Fig. 1: metal layers overlaid
The bar under the picture is 20 um long.
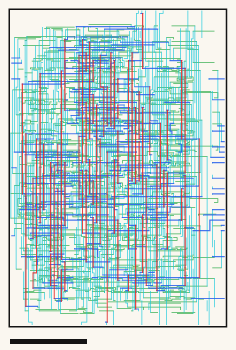
Fig. 2: layout detail
The bar under the picture is 5 um long. Window x 18 to 38, y 48 to 68 um. Cells in grey, sequential cells in the stronger grey; small squares are vias.
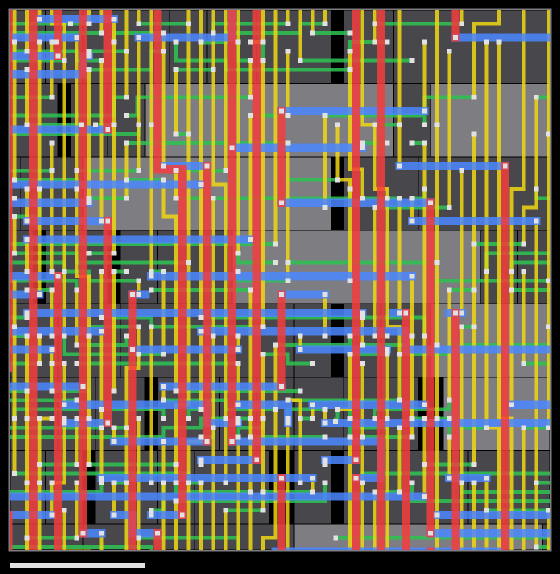
Fig. 3: sequential cells coloured by netlist name
The bar under the picture is 20 um long.
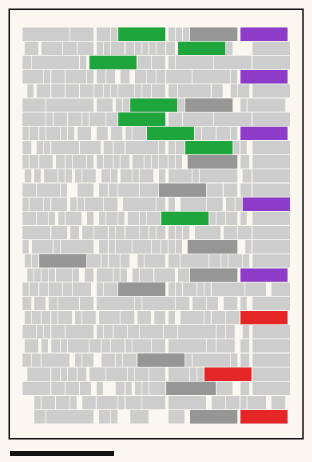
Fig. 4: routing congestion
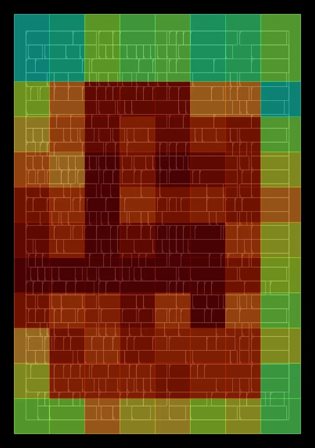
==> config.mk <==
export PLATFORM = sky130hd
export DESIGN_NAME = text_cursor_feeder
export DESIGN_NICKNAME = d
export VERILOG_FILES = /design/src/rtl/text_cursor_feeder.sv
export SDC_FILE = /design/constraint.sdc
export NUM_CORES = 1
export LEC_CHECK = 0
export ABC_AREA = 1
export CORE_ASPECT_RATIO = 1.5
export CORE_MARGIN = 2
export CORE_UTILIZATION = 52
export CTS_CLUSTER_DIAMETER = 200
export DETAILED_ROUTE_END_ITERATION = 10
export PLACE_DENSITY_LB_ADDON = 0.08
export SLEW_MARGIN = 30
export SYNTH_ARGS = -nofsm -noshare
export SYNTH_HDL_FRONTEND = slang
export SYNTH_SLANG_ARGS = --single-unit
==> constraint.sdc <==
create_clock -name clock -period 1.7 [get_ports clock]
set_clock_uncertainty 0.1 [all_clocks]
set_input_delay 0.425 -clock clock [delete_from_list [all_inputs] [get_ports clock]]
set_output_delay 0.425 -clock clock [all_outputs]
set_load 0.05 [all_outputs]
==> src/rtl/text_cursor_feeder.sv <==
// Byte-stream to glyph-write converter with a tracked (row,col) cursor, newline, clear and a
// scroll handshake. Optional backspace support is enabled by defining TEXT_FEEDER_BACKSPACE_EN.
module text_cursor_feeder #(
    parameter  int ROWS      = 7,
    parameter  int COLS      = 20,
    parameter  int UNK_GLYPH = 130,
    localparam int ROW_W     = $clog2(ROWS),
    localparam int COL_W     = $clog2(COLS),
    localparam int ID_W      = 8
) (
    input  logic             clock,
    input  logic             reset_n,
    input  logic [7:0]       char_in,
    input  logic             char_valid,
    output logic             char_ready,
    output logic [ID_W-1:0]  glyph_id,
    output logic [ROW_W-1:0] glyph_row,
    output logic [COL_W-1:0] glyph_col,
    output logic             glyph_we,
    output logic             scroll_req,
    input  logic             scroll_ack,
    output logic             clear_req,
    output logic [ROW_W-1:0] cur_row,
    output logic [COL_W-1:0] cur_col
);

    typedef enum logic {IDLE, SCROLL} state_t;

    localparam logic [ROW_W-1:0] LAST_ROW = ROW_W'(ROWS - 1);
    localparam logic [COL_W-1:0] LAST_COL = COL_W'(COLS - 1);

    state_t           state_q, state_d;
    logic [ROW_W-1:0] row_q, row_d;
    logic [COL_W-1:0] col_q, col_d;
    logic [ID_W-1:0]  glyph_id_q, glyph_id_d;
    logic [ROW_W-1:0] glyph_row_q, glyph_row_d;
    logic [COL_W-1:0] glyph_col_q, glyph_col_d;
    logic             glyph_we_q, glyph_we_d;
    logic             clear_req_q, clear_req_d;
    logic             accept;

    function automatic logic [ID_W-1:0] map_code(input logic [7:0] c);
        if (c >= 8'h30 && c <= 8'h39) return ID_W'(c - 8'h30);
        if (c >= 8'h41 && c <= 8'h5A) return ID_W'(c - 8'h37);
        if (c >= 8'h61 && c <= 8'h7A) return ID_W'(c - 8'h3D);
        if (c >= 8'h80 && c <= 8'hC3) return ID_W'(c - 8'h42);
        return ID_W'(UNK_GLYPH);
    endfunction

    assign accept = char_valid && (state_q == IDLE);

    always_comb begin
        // NOTE: every next-state signal gets a default first so no path leaves it unassigned (no latch).
        state_d     = state_q;
        row_d       = row_q;
        col_d       = col_q;
        glyph_id_d  = glyph_id_q;
        glyph_row_d = glyph_row_q;
        glyph_col_d = glyph_col_q;
        glyph_we_d  = 1'b0;
        clear_req_d = 1'b0;
        case (state_q)
            IDLE: begin
                if (accept) begin
                    if (char_in == 8'hFF) begin
                        row_d       = '0;
                        col_d       = '0;
                        clear_req_d = 1'b1;
                    end else if (char_in == 8'h0A) begin
                        col_d = '0;
                        if (row_q == LAST_ROW) state_d = SCROLL;
                        else                   row_d   = row_q + 1'b1;
`ifdef TEXT_FEEDER_BACKSPACE_EN
                    end else if (char_in == 8'h08) begin
                        if (col_q != '0) begin
                            col_d = col_q - 1'b1;
                        end else if (row_q != '0) begin
                            row_d = row_q - 1'b1;
                            col_d = LAST_COL;
                        end
                        // Blank the cell the cursor lands on (same cell when already at home).
                        glyph_we_d  = 1'b1;
                        glyph_id_d  = 8'd255;
                        glyph_row_d = row_d;
                        glyph_col_d = col_d;
`endif
                    end else begin
                        glyph_we_d  = 1'b1;
                        glyph_id_d  = map_code(char_in);
                        glyph_row_d = row_q;
                        glyph_col_d = col_q;
                        if (col_q != LAST_COL) begin
                            col_d = col_q + 1'b1;
                        end else begin
                            col_d = '0;
                            if (row_q == LAST_ROW) state_d = SCROLL;
                            else                   row_d   = row_q + 1'b1;
                        end
                    end
                end
            end
            SCROLL: begin
                if (scroll_ack) state_d = IDLE;
            end
            default: state_d = IDLE;
        endcase
    end

    // NOTE: sequential state uses non-blocking assignments so all registers update from pre-edge values.
    always_ff @(posedge clock or negedge reset_n) begin
        if (!reset_n) begin
            state_q     <= IDLE;
            row_q       <= '0;
            col_q       <= '0;
            glyph_id_q  <= '0;
            glyph_row_q <= '0;
            glyph_col_q <= '0;
            glyph_we_q  <= 1'b0;
            clear_req_q <= 1'b0;
        end else begin
            state_q     <= state_d;
            row_q       <= row_d;
            col_q       <= col_d;
            glyph_id_q  <= glyph_id_d;
            glyph_row_q <= glyph_row_d;
            glyph_col_q <= glyph_col_d;
            glyph_we_q  <= glyph_we_d;
            clear_req_q <= clear_req_d;
        end
    end

    // Scroll request is decoded from the state register so an async reset drops it at once.
    assign char_ready = (state_q == IDLE);
    assign scroll_req = (state_q == SCROLL);
    assign glyph_id   = glyph_id_q;
    assign glyph_row  = glyph_row_q;
    assign glyph_col  = glyph_col_q;
    assign glyph_we   = glyph_we_q;
    assign clear_req  = clear_req_q;
    assign cur_row    = row_q;
    assign cur_col    = col_q;

endmodule

==> GITHUB_STEP_SUMMARY <==
### Yosys + OpenROAD results

| Metric | Value |
|---|---|
| Run status | `finished, violations left` |
| Failing checks | `negative setup slack` |
| Fin Hold WS | `between 0.4 and 0.5 ns` |
| TritonCTS clock tree | `yes` |
| Total Power | `4.27 mW` |
| Flops | `27` |
| Avg Synthesized Cell Area | `6.83 um^2` |
| P_sw | `slightly above 2 mW` |
| Total clock network power | `slightly above 400 uW` |
| Die Area | `between 4000 and 5000 um^2` |
| Most used DFF post-synth | `dfrtp_1` |
| Maxcap violations | `0` |
| Routability cong. | `1.05` |
| Crit path capture | `glyph_id[0]` |
| Top comb family, area | `simple AND/OR/NAND/NOR gates` |
| Worst setup SP type | `primary input` |
| Metal3 WL | `~1300 um` |
| Final Instance Area | `around 3700 um^2` |
| Worst Tran Pin Value | `0.375 ns` |
| Synth mux share | `0%` |
| Largest net degree at the start of global routing | `28` |
| Most frequent cells in the layout | `84 x nand2_1, 65 x buf_4, 29 x buf_12` |
| TAP cells | `45` |
| Area reported by Yosys stat | `between 2000 and 2500 um^2` |
| Yosys cell types | `25` |
| FMAX | `about 520 MHz` |
| P per Cell Area | `1150 nW/um^2` |
| Clk tree area frac | `about 1.3%` |
| EDFF count, synth | `0` |
| # rows | `28` |
| MI comb cells | `approximately 240` |
| Die width | `approximately 56 um` |
| Vias/cell | `between 6 and 7` |
| Critical-path maximum fanout | `6` |
| Yosys top cell by instances | `nand2_1` |
| Logic gate share of total power | `about 64%` |
| Die span in y | `around 82 um` |
| CP most frequent cell | `nand2_1` |
| Area after DPL | `3360 um^2` |
| NonClk Buf Share | `~33%` |
| Vias in the first global route | `2,700` |
| Post-synth top area cell | `dfrtp_1` |
| VDD IR max | `roughly 1.3 mV` |
| Hold WC Path Type | `primary input to asynchronous set/reset pin` |
| CP delay by family, top | `simple AND/OR/NAND/NOR gates` |
| CTS Root Cell | `clkbuf_8` |
| Routed Antenna Nets | `0` |
| Layout cell share with drive strength beyond 1 | `43.2%` |
| Path type of the worst setup path | `primary input to flip-flop` |
| Worst r2r path cells | `9` |
| Antenna violations before repair | `0` |
| Max FFs per register | `8` |
| Uppermost layer routed | `met4` |
| Top area cell types | `dfrtp_1 32%, nand2_1 17%, ha_1 10%` |
| Int Power | `roughly 2.2 mW` |
| Clkbuf count | `3` |
| Inverters excl. clock | `roughly 42` |
| OpenROAD warning count | `41` |
| Leak | `1.84 nW` |
| CP Depth | `13` |
| Critical Path, Cell by Cell | `buf_2, buf_6, nor2_4, nand3_1, nand2_1, nand2_2, nand3_4, buf_4, nand2_1, nand2_1, o21ai_1, nand2_1, nand2_1` |
| CTS-repair resized insts | `a little under 60` |
| And+or+nand+nor area frac | `34.6%` |
| Capture point of the worst reg-to-reg path | `cur_col[2]` |
| Pre-Place Util | `~54%` |
| Pre-CTS setup slack | `-0.756 ns` |
| Pre-Repair DR Iteration Count | `5` |
| Largest class | `logic gates` |
| First-pass GRT wire length | `roughly 13,000 um` |
| Comb group | `2.74 mW` |
| Req. time, crit path | `about 1.8 ns` |
| Number of diodes | `0` |
| Synth Area in Compound Gates | `8.27%` |
| CTS max path bufs | `2` |
| P&R area growth vs syn | `74.8%` |
| Residual DRC | `0` |
| Post-Synthesis Net Count | `between 300 and 400` |
| Final hold violations | `0` |
| 1st-iter DRT viols | `slightly below 400` |
| Yosys xor share | `under 10%` |
| Max Transition Viols Final | `0` |
| Adder-Cell Fraction of Synth Area | `about 10%` |
| R2r setup slk | `-0.02 ns` |
| Clock network power share | `9.5%` |
| Async S/R FF share, synth | `100%` |
| Fraction of area in multi-input gates | `41.1%` |
| Yosys cell count | `about 310` |
| PortBufs | `39` |
| Num CTS Buffers | `3` |
| Filler cell count | `approximately 120` |
| Metal2 WL | `about 5100 um` |
| Crit-path slowest cell | `nor2_4` |
| Gate Area | `1520 um^2` |
| CTS Sinks | `27` |
| Worst path bufs/invs | `3` |
| Final setup fails | `15` |
| I/O pin total | `40` |
| Setup slack after layout | `-0.207 ns` |
| Yosys Warn Count | `0` |
| Setup TNS | `-1.08 ns` |
| Final Cycle Share | `112%` |
| Shortest period the worst path allows | `around 1.9 ns` |
| Nonclk buf count | `111` |
| RSZ-0062 raised after global routing | `yes` |
| Synth Register Bits | `27` |
| Switch share | `48.4%` |
| Nets@finish | `about 450` |
| Most instantiated cells after synthesis | `94 x nand2_1, 41 x inv_1, 35 x nand3_1, 27 x dfrtp_1, 22 x nor2_1` |
| Area leader share | `between 30% and 40%` |
| Max-slew headroom | `between 70% and 80%` |
| Worst reg2reg path startpoint | `cur_col[0]` |
| Seq share, synth | `31.9%` |
| Latency at later pin | `0.29 ns` |
| Leading power group | `combinational cells` |
| Synthesized area | `approximately 2100 um^2` |
| Post-Syn Instances | `310` |
| Dpl hpwl | `around 6000 um` |
| Hold buffers post-CTS | `0` |
| Critical Path Max Stage Delay | `0.28 ns` |
| Crit path launch | `char_in[2]` |
| Wire length on met1 | `2990 um` |
| Most numerous logic cell after layout | `nand2_1` |
| Core Region | `between 3000 and 4000 um^2` |
| Post-Layout Cell Count | `roughly 460` |
| CP endpoint kind | `flip-flop` |
| Setup bufs post-CTS | `4` |
| # H-tree levels | `1` |
| Sequential share of power | `a little over a quarter` |
| GRT Residual Overflow | `0` |
| Dpl cells | `roughly 450` |
| Worst-path clk slew | `0.11 ns` |
| CP Data Arrival Time | `roughly 2.0 ns` |
About Fig. 1:
| colour | layer | wire length |
|---|---|---|
| blue | metal 3 | 1,260 um |
| cyan | metal 2 | 5,110 um |
| green | metal 1 | 2,990 um |
| red | metal 4 | 1,260 um |
WL per Instance: 22.9 um
GRT Total Usage: 36.5%
Total Wirelength: 10,600 um
vias: 3,032

About Fig. 2:
| colour | layer |
|---|---|
| green | metal 1 |
| blue | metal 3 |
| red | metal 4 |
| yellow | metal 2 |
most frequent: nand2_1 (12), a21oi_1 (4), nand3_1 (4)
cells with their middle in the window: 45
netlist names of flops here include: glyph_id (3)
sequential cells in the window: 3

About Fig. 3:
| colour | name in the netlist | placed flops |
|---|---|---|
| red | glyph_row | 3 |
| purple | glyph_col | 5 |
| green | glyph_id | 8 |
flop share of the area: 18.4%
Seq. cell area: 679 um^2
Final Core Density: 94.4%
P_seq: 1.12 mW

About Fig. 4:
met2 Use GR: 67.9%
global-route layer with the greatest usage: met2
met1 Use GR: 32.3%
global-route met3 utilization: 5.76%

Power is estimated from default activity; no workload was simulated.
